[src/rtl/fwd_hazard_unit.sv]
// fwd_hazard_unit: operand-forwarding select and load-use interlock between
// ID and EX. Keeps its own shift pipeline of in-flight writers (EX onward),
// resolves each ID source to the youngest matching writer, and holds ID while
// that writer is a load whose data is not yet forwardable.
//
// Handshake: stall is a same-cycle hold request to the front end. While
// stall=1 the ID instruction is held in place and a bubble enters EX. An ID
// instruction advances into EX on a clock edge where
// id_valid=1, stall=0 and flush=0. The EX side never back-pressures.
module fwd_hazard_unit #(
    parameter int NUM_SRC   = 2,
    parameter int RA_W      = 5,
    parameter int FWD_DEPTH = 2,
    parameter int LOAD_LAT  = 1,
    parameter int SEL_W     = $clog2(FWD_DEPTH + 1)
) (
    input  logic                     clk,
    input  logic                     rst_n,
    input  logic                     id_valid,
    input  logic [NUM_SRC*RA_W-1:0]  id_rs,
    input  logic [NUM_SRC-1:0]       id_rs_used,
    input  logic [RA_W-1:0]          id_rd,
    input  logic                     id_reg_write,
    input  logic                     id_is_load,
    input  logic                     flush,
    output logic                     stall,
    output logic [NUM_SRC*SEL_W-1:0] ex_fwd_sel,
    output logic [15:0]              stall_cycles
);

    // In-flight writer tracking; index 0 is EX, index j is j stages past EX.
    logic [FWD_DEPTH-1:0] trk_valid;
    logic [FWD_DEPTH-1:0] trk_wr;
    logic [FWD_DEPTH-1:0] trk_load;
    logic [RA_W-1:0]      trk_rd [FWD_DEPTH];

    logic [NUM_SRC*SEL_W-1:0] sel_next;
    logic [NUM_SRC-1:0]       src_haz;
    logic                     hazard;
    logic                     enter_ex;

    // Resolve each source to the youngest writer; scanning oldest to
    // youngest lets the youngest match overwrite any older one.
    always_comb begin
        sel_next = '0;
        src_haz  = '0;
        for (int i = 0; i < NUM_SRC; i++) begin
            for (int j = FWD_DEPTH - 1; j >= 0; j--) begin
                if (id_valid && id_rs_used[i] && trk_valid[j] && trk_wr[j] &&
                    (trk_rd[j] != '0) && (trk_rd[j] == id_rs[i*RA_W +: RA_W])) begin
                    sel_next[i*SEL_W +: SEL_W] = SEL_W'(j + 1);
                    src_haz[i]                 = trk_load[j] && ((j + 1) <= LOAD_LAT);
                end
            end
        end
    end

    // A flush kills the ID instruction, so it can never be held.
    always_comb begin
        hazard   = |src_haz;
        stall    = hazard && !flush;
        enter_ex = id_valid && !stall && !flush;
    end

    // Advance the writer pipeline, register EX forward selects, count stalls.
    always_ff @(posedge clk) begin
        if (!rst_n) begin
            trk_valid    <= '0;
            trk_wr       <= '0;
            trk_load     <= '0;
            for (int j = 0; j < FWD_DEPTH; j++) begin
                trk_rd[j] <= '0;
            end
            ex_fwd_sel   <= '0;
            stall_cycles <= '0;
        end else begin
            trk_valid <= {trk_valid[FWD_DEPTH-2:0], enter_ex};
            trk_wr    <= {trk_wr[FWD_DEPTH-2:0], enter_ex && id_reg_write};
            trk_load  <= {trk_load[FWD_DEPTH-2:0], enter_ex && id_is_load};
            trk_rd[0] <= id_rd;
            for (int j = 1; j < FWD_DEPTH; j++) begin
                trk_rd[j] <= trk_rd[j-1];
            end
            ex_fwd_sel <= enter_ex ? sel_next : '0;
            if (stall && (stall_cycles != 16'hFFFF)) begin
                stall_cycles <= stall_cycles + 16'd1;
            end
        end
    end

endmodule

[config.mk]
export PLATFORM = sky130hd
export DESIGN_NAME = fwd_hazard_unit
export DESIGN_NICKNAME = d
export VERILOG_FILES = /design/src/rtl/fwd_hazard_unit.sv
export SDC_FILE = /design/constraint.sdc
export NUM_CORES = 1
export LEC_CHECK = 0
export ABC_AREA = 1
export CAP_MARGIN = 20
export CELL_PAD_IN_SITES_DETAIL_PLACEMENT = 1
export CELL_PAD_IN_SITES_GLOBAL_PLACEMENT = 1
export CORE_MARGIN = 1
export CORE_UTILIZATION = 36
export DETAILED_ROUTE_END_ITERATION = 10
export MAX_ROUTING_LAYER = met4
export PLACE_DENSITY = 0.92
export SLEW_MARGIN = 20
export SYNTH_ARGS = -nofsm -noshare
export SYNTH_HDL_FRONTEND = slang
export SYNTH_SLANG_ARGS = --single-unit
[constraint.sdc]
create_clock -name clk -period 4.55 [get_ports clk]
set_clock_uncertainty 0.05 [all_clocks]
set_input_delay 0.91 -clock clk [delete_from_list [all_inputs] [get_ports clk]]
set_output_delay 0.91 -clock clk [all_outputs]
set_load 0.01 [all_outputs]
Run 1, logic cells by family:
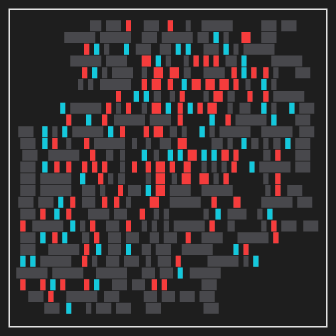
[cyan] inv cells | cells: 55 | where: all over the die
[red] nand cells | cells: 96

Run 1, floorplan with the power grid:
Pins as bars on the die edge.
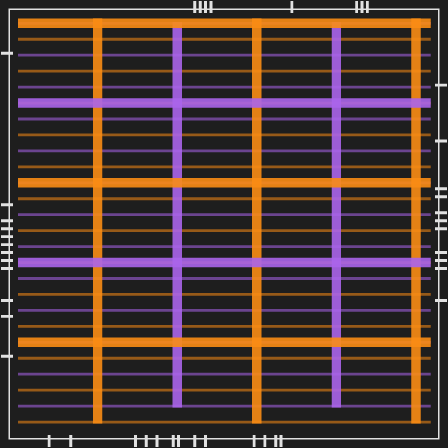
[purple] VDD
[orange] VSS
met1 rails: 26
rows: 25
met5 straps: 5

Run 1, sequential cells grouped by signal name:
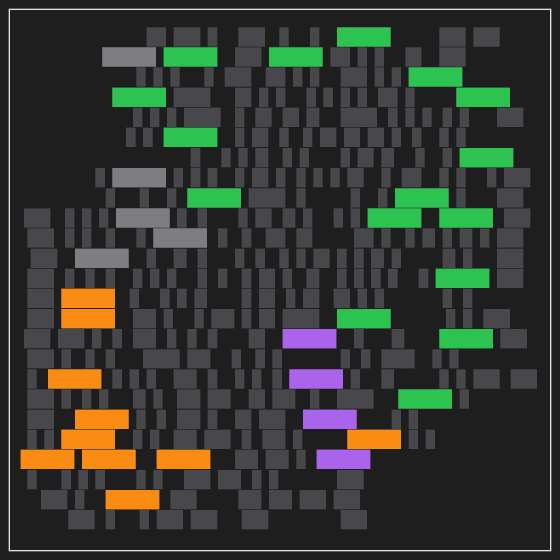
[green] `stall_cycles` | sequential cells: 16
[orange] `trk_rd` | sequential cells: 10 | where: south-west
[purple] `ex_fwd_sel` | sequential cells: 4 | where: south
not coloured: 5

==> changes_impl.md, run 1 <==
## Implementation

- Fill cells: 643
- Total global-route track usage: 20.56%
- H-Tree Depth: 2
- Synth Seq Share: 38.62%
- Die area: 5328 µm²
- Unique cell types: 19
- Ys flop type: dfxtp_1
- Cell mode on critical path: nand2_1
- Slew headroom: 37.53%
- Chip Width: 72.99 µm
- Total gr overflow: 0
- Logic family by area: simple AND/OR/NAND/NOR gates
- Top cell excl fill/tap: nand2_1
- Adder Area Share: 0.6897%
- MaxCap Viol Count: 0
- Syn Area/Cell: 6.479 µm²
- Worst Setup End Kind: output port
- Pre-CTS setup slack: 0.6303 ns
- Biggest register: stall_cycles
- Reg2reg path depth: 9
- Crit-path slowest cell: clkdlybuf4s50_1
- Number of global-route vias before repair: 1861
- Power Internal: 0.0004810 W
- # Cells Yosys: 280
- Final hold viol count: 0
- Core Area: 4786 µm²
- Comb area: 878.3 µm²
- CP startpoint: id_valid
- Initial antenna violation count: 0
- FP Core Util: 37.91%
- Sequential power share: 51.1%
- # port buffers: 43
- Root buffer cell: clkbuf_8
- Hold path depth: 2
- Outcome: finished clean
- Number of enable flip-flop cells: 0
- Hold wc startpoint: trk_wr[0]
- CTS tree: built
- Floorplan Nets: 304
- Pleak: 1.109 nW
run 1: path summary, 6_finish.rpt:
kind,end,slack [ns]
max,stall,0.60
min reg2reg,trk_wr[1],0.39
max reg2reg,stall_cycles[1],2.47
min,trk_wr[1],0.39
run 1: metal layers:
layer | GRT usage (%) | vias to the layer above | routed length (µm)
li1 | - | 942 | -
met3 | 4.558 | 7 | 158
met2 | 35.19 | 36 | 2349
met5 | - | - | 0
met4 | 6.100 | 0 | 66
met1 | 23.98 | 845 | 2195
run 1: through the flow:
stage / hold slack [ns] / cell area, µm² / instances / utilization, % / total power, W
after global routing: 0.4247 / 2407 / 394 / 50.30 / 0.0006441
after floorplan: 0.3571 / 1814 / 280 / - / 0.0003509
after CTS: 0.3907 / 2407 / 394 / 50.30 / 0.0006291
after global placement: 0.3665 / 2307 / 386 / 48.21 / 0.0003798
final: 0.3859 / 2407 / 394 / 50.30 / 0.0006219
after detailed placement: 0.3792 / 2307 / 386 / 48.21 / 0.0003827
run 1: power groups by stage:
stage	registers [W]	logic [W]	clock network, W
after detailed placement	0.000324	0.0000583	0
after global routing	0.000318	0.0000647	0.000261
final	0.000318	0.0000584	0.000246
after CTS	0.000318	0.0000592	0.000252
after global placement	0.000324	0.0000558	0
after floorplan	0.000323	0.0000279	0
run 1: worst max-delay path: cells and delay by family:
| kind | cells | cell delay (ns) |
|---|---|---|
| buffers and inverters | 3 | 1.14 |
| AND/OR/NAND/NOR | 6 | 0.77 |
| AND-OR/OR-AND | 1 | 0.16 |
run 1: cell type report:
cell class | count | share of cell area, %
Clock buffer | 8 | 4.158
Inverter | 55 | 8.576
Multi-Input combinational cell | 185 | 36.49
Sequential cell | 35 | 29.11
Tap cell | 67 | 3.482
Timing Repair Buffer | 44 | 18.19
==> run 1 -> run 2 <==
--- a/config.mk
+++ b/config.mk
@@ -11,9 +11,11 @@
 export CELL_PAD_IN_SITES_GLOBAL_PLACEMENT = 1
 export CORE_MARGIN = 1
 export CORE_UTILIZATION = 36
+export CTS_CLUSTER_DIAMETER = 60
 export DETAILED_ROUTE_END_ITERATION = 10
 export MAX_ROUTING_LAYER = met4
 export PLACE_DENSITY = 0.92
+export REMOVE_ABC_BUFFERS = 1
 export SLEW_MARGIN = 20
 export SYNTH_ARGS = -nofsm -noshare
 export SYNTH_HDL_FRONTEND = slang
Run 2, logic cells by family:
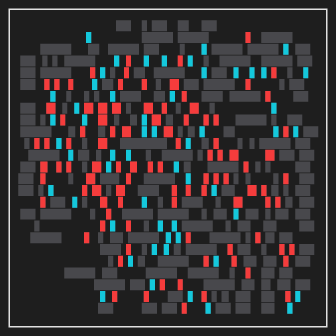
[red] nand cells | cells: 96
[cyan] inv cells | cells: 55 | where: all over the die

==> changes_impl.md, run 2 <==
## Implementation

- Outcome: finished clean
- Root buffer cell: clkbuf_8
- H-Tree Depth: 2 (unchanged)
- Crit path max-delay family: buffers and inverters
- Busiest grt layer: met2
- Syn Area/Cell: 6.479 µm² (unchanged)
- Worst setup path endpoint: stall
- Worst Setup End Kind: output port
- Die area: 5328 µm² (unchanged)
- Logic family by area: simple AND/OR/NAND/NOR gates
- Power Internal: 0.0005057 W (+5.1%)
- Number of enable flip-flop cells: 0 (unchanged)
- Total global-route track usage: 22.24% (+1.7 points)
- Cell mode on critical path: nand2_1
- Fill cells: 652 (+1.4%)
- Layout Cells excl Fill: 394 (unchanged)
- Comb area: 878.3 µm² (unchanged)
- Pleak: 1.116 nW (+0.59%)
- Final hold viol count: 0 (unchanged)
- RR Endpoint: stall_cycles[1]
- Final instance area: 2420 µm² (+0.52%)
- Biggest register: stall_cycles
- Met3 Use GR: 3.867% (-0.69 points)
- # Cells Yosys: 280 (unchanged)
- DP Area: 2307 µm² (unchanged)
- MaxCap Viol Count: 0 (unchanged)
- Unique cell types: 19 (unchanged)
[run 2: metrics by stage]
stage / utilization [%] / hold slack (ns)
6_report: 50.56 / 0.3794
5_1_grt: 50.56 / 0.4276
4_1_cts: 50.56 / 0.3852
3_5_place_dp: 48.21 / 0.3743
3_3_place_gp: 48.21 / 0.3705
2_1_floorplan: - / 0.3571
[run 2: final cells by class]
class / instances / area share (%)
clock buffers: 5 / 2.844
repair buffers: 44 / 18.10
clock inverters: 3 / 1.810
well taps: 67 / 3.464
flip-flops and latches: 35 / 28.96
multi-input cells: 185 / 36.30
inverters: 55 / 8.532
[run 2: how the worst min path moves through the flow]
stage,start,endpoint,slack (ns),cells past startpoint
global route,trk_wr[0],trk_wr[1],0.43,2
global placement,trk_valid[0],trk_valid[1],0.37,2
CTS,trk_valid[0],trk_valid[1],0.39,2
floorplan,trk_wr[0],trk_wr[1],0.36,2
detailed placement,trk_valid[0],trk_valid[1],0.37,2
finish,trk_valid[0],trk_valid[1],0.38,2
[run 2: worst min-delay path, delay by kind of cell (launching register included)]
| family | cells | cell delay [ns] |
|---|---|---|
| simple gates | 1 | 0.05 |
| buf+inv | 1 | 0.03 |
| flops | 1 | 0.31 |
[run 2: logic make-up (layout without fill, tap and decap cells)]
group / count (synthesis) / count (layout)
XOR/XNOR: 16 / 16
flip-flops: 35 / 35
AND/OR/NAND/NOR: 159 / 159
buffers and inverters: 60 / 107
adder cells (fa/ha/maj): 1 / 1
AND-OR/OR-AND: 9 / 9
[run 2: layer usage]
metal,routed length (µm),share of wire [%]
met5,0,0
met4,131,2.5
met3,192,3.6
met2,2725,51
met1,2271,43
==> run 2 -> run 3 <==
--- a/config.mk
+++ b/config.mk
@@ -14,7 +14,7 @@
 export CTS_CLUSTER_DIAMETER = 60
 export DETAILED_ROUTE_END_ITERATION = 10
 export MAX_ROUTING_LAYER = met4
-export PLACE_DENSITY = 0.92
+export PLACE_DENSITY_LB_ADDON = 0.1
 export REMOVE_ABC_BUFFERS = 1
 export SLEW_MARGIN = 20
 export SYNTH_ARGS = -nofsm -noshare
Run 3, the clock network:
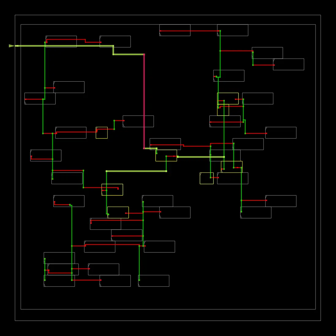
clk sink count: 35
FFs & Latches: 35
# clk buffers: 5
clock buffer count from CTS: 5

==> changes_impl.md, run 3 <==
## Implementation

- Crit path max-delay family: buffers and inverters
- Total global-route track usage: 19.40% (-2.8 points)
- MaxCap Viol Count: 0 (unchanged)
- MI comb cells: 185 (unchanged)
- Pleak: 1.103 nW (-1.1%)
- Signal buffers share of area: 18.50% (+0.41 points)
- Hold path depth: 2 (unchanged)
- H-Tree Depth: 2 (unchanged)
- Number of enable flip-flop cells: 0 (unchanged)
- Cell mode on critical path: nand2_1
- Initial antenna violation count: 0
- Critical path buffers and inverters: 3
- Unique cell types: 19 (unchanged)
- Final Util: 50.30% (-0.26 points)
- Root buffer cell: clkbuf_8
- Fraction of area in registers: 29.11% (+0.15 points)
- Worst Setup End Kind: output port
- Logic inverters: 55 (unchanged)
- Clock buf/inv share: 3.846% (-0.81 points)
- 1st-iter DRT viols: 77
- Biggest register: stall_cycles
- Syn Area/Cell: 6.479 µm² (unchanged)
- Tap cell count: 67 (unchanged)
- Power Internal: 0.0004525 W (-11%)
- Final hold viol count: 0 (unchanged)
- Comb/total area: 36.49% (+0.19 points)
- Fill cells: 625 (-4.1%)
- Outcome: finished clean
- Hold Path End: trk_valid[1]
- Hold wc startpoint: trk_valid[0]
- # Cells Yosys: 280 (unchanged)
==> run 3: cell counts after synthesis <==
Identical to the previous run, type by type.
==> run 3: kinds of logic after synthesis <==
| family | count (synthesis) | share of synthesized area [%] |
|---|---|---|
| simple gates | 159 | 36.69 |
| buf+inv | 60 | 12.97 |
| flops | 35 | 38.62 |
| xor+xnor | 16 | 7.724 |
| compound gates | 9 | 3.310 |
| fa+ha+maj | 1 | 0.6895 |
==> run 3: metrics by stage <==
| step | hold WS, ns | area (µm²) | cells | total power [W] |
|---|---|---|---|---|
| 2_1_floorplan | 0.3571 | 1785 | 275 | 0.0003486 |
| 3_3_place_gp | 0.3620 | 2315 | 387 | 0.0003810 |
| 3_5_place_dp | 0.3723 | 2315 | 387 | 0.0003826 |
| 4_1_cts | 0.3883 | 2407 | 395 | 0.0006159 |
| 5_1_grt | 0.4136 | 2407 | 395 | 0.0006368 |
| 6_report | 0.3852 | 2407 | 395 | 0.0006077 |
==> run 3: metal layers <==
metal  share of wire [%]  GRT usage [%]
met1                  49          24.60
met4                 1.2          6.754
met2                  46          30.86
met3                 4.1          3.591
met5                   0              -
==> run 3: worst max path at each step <==
stage,slack (ns),end
floorplan,1.90,stall
global placement,0.72,stall
finish,0.70,stall
detailed placement,0.70,stall
CTS,0.69,stall
global route,0.54,stall
==> run 3: power groups by stage <==
stage	clock (W)	sequential, W	combinational (W)
after floorplan	0	0.000323	0.0000257
after global placement	0	0.000325	0.0000560
after detailed placement	0	0.000325	0.0000575
after CTS	0.000240	0.000318	0.0000580
after global routing	0.000254	0.000319	0.0000638
final	0.000233	0.000318	0.0000569
Power is estimated from default activity; no workload was simulated.
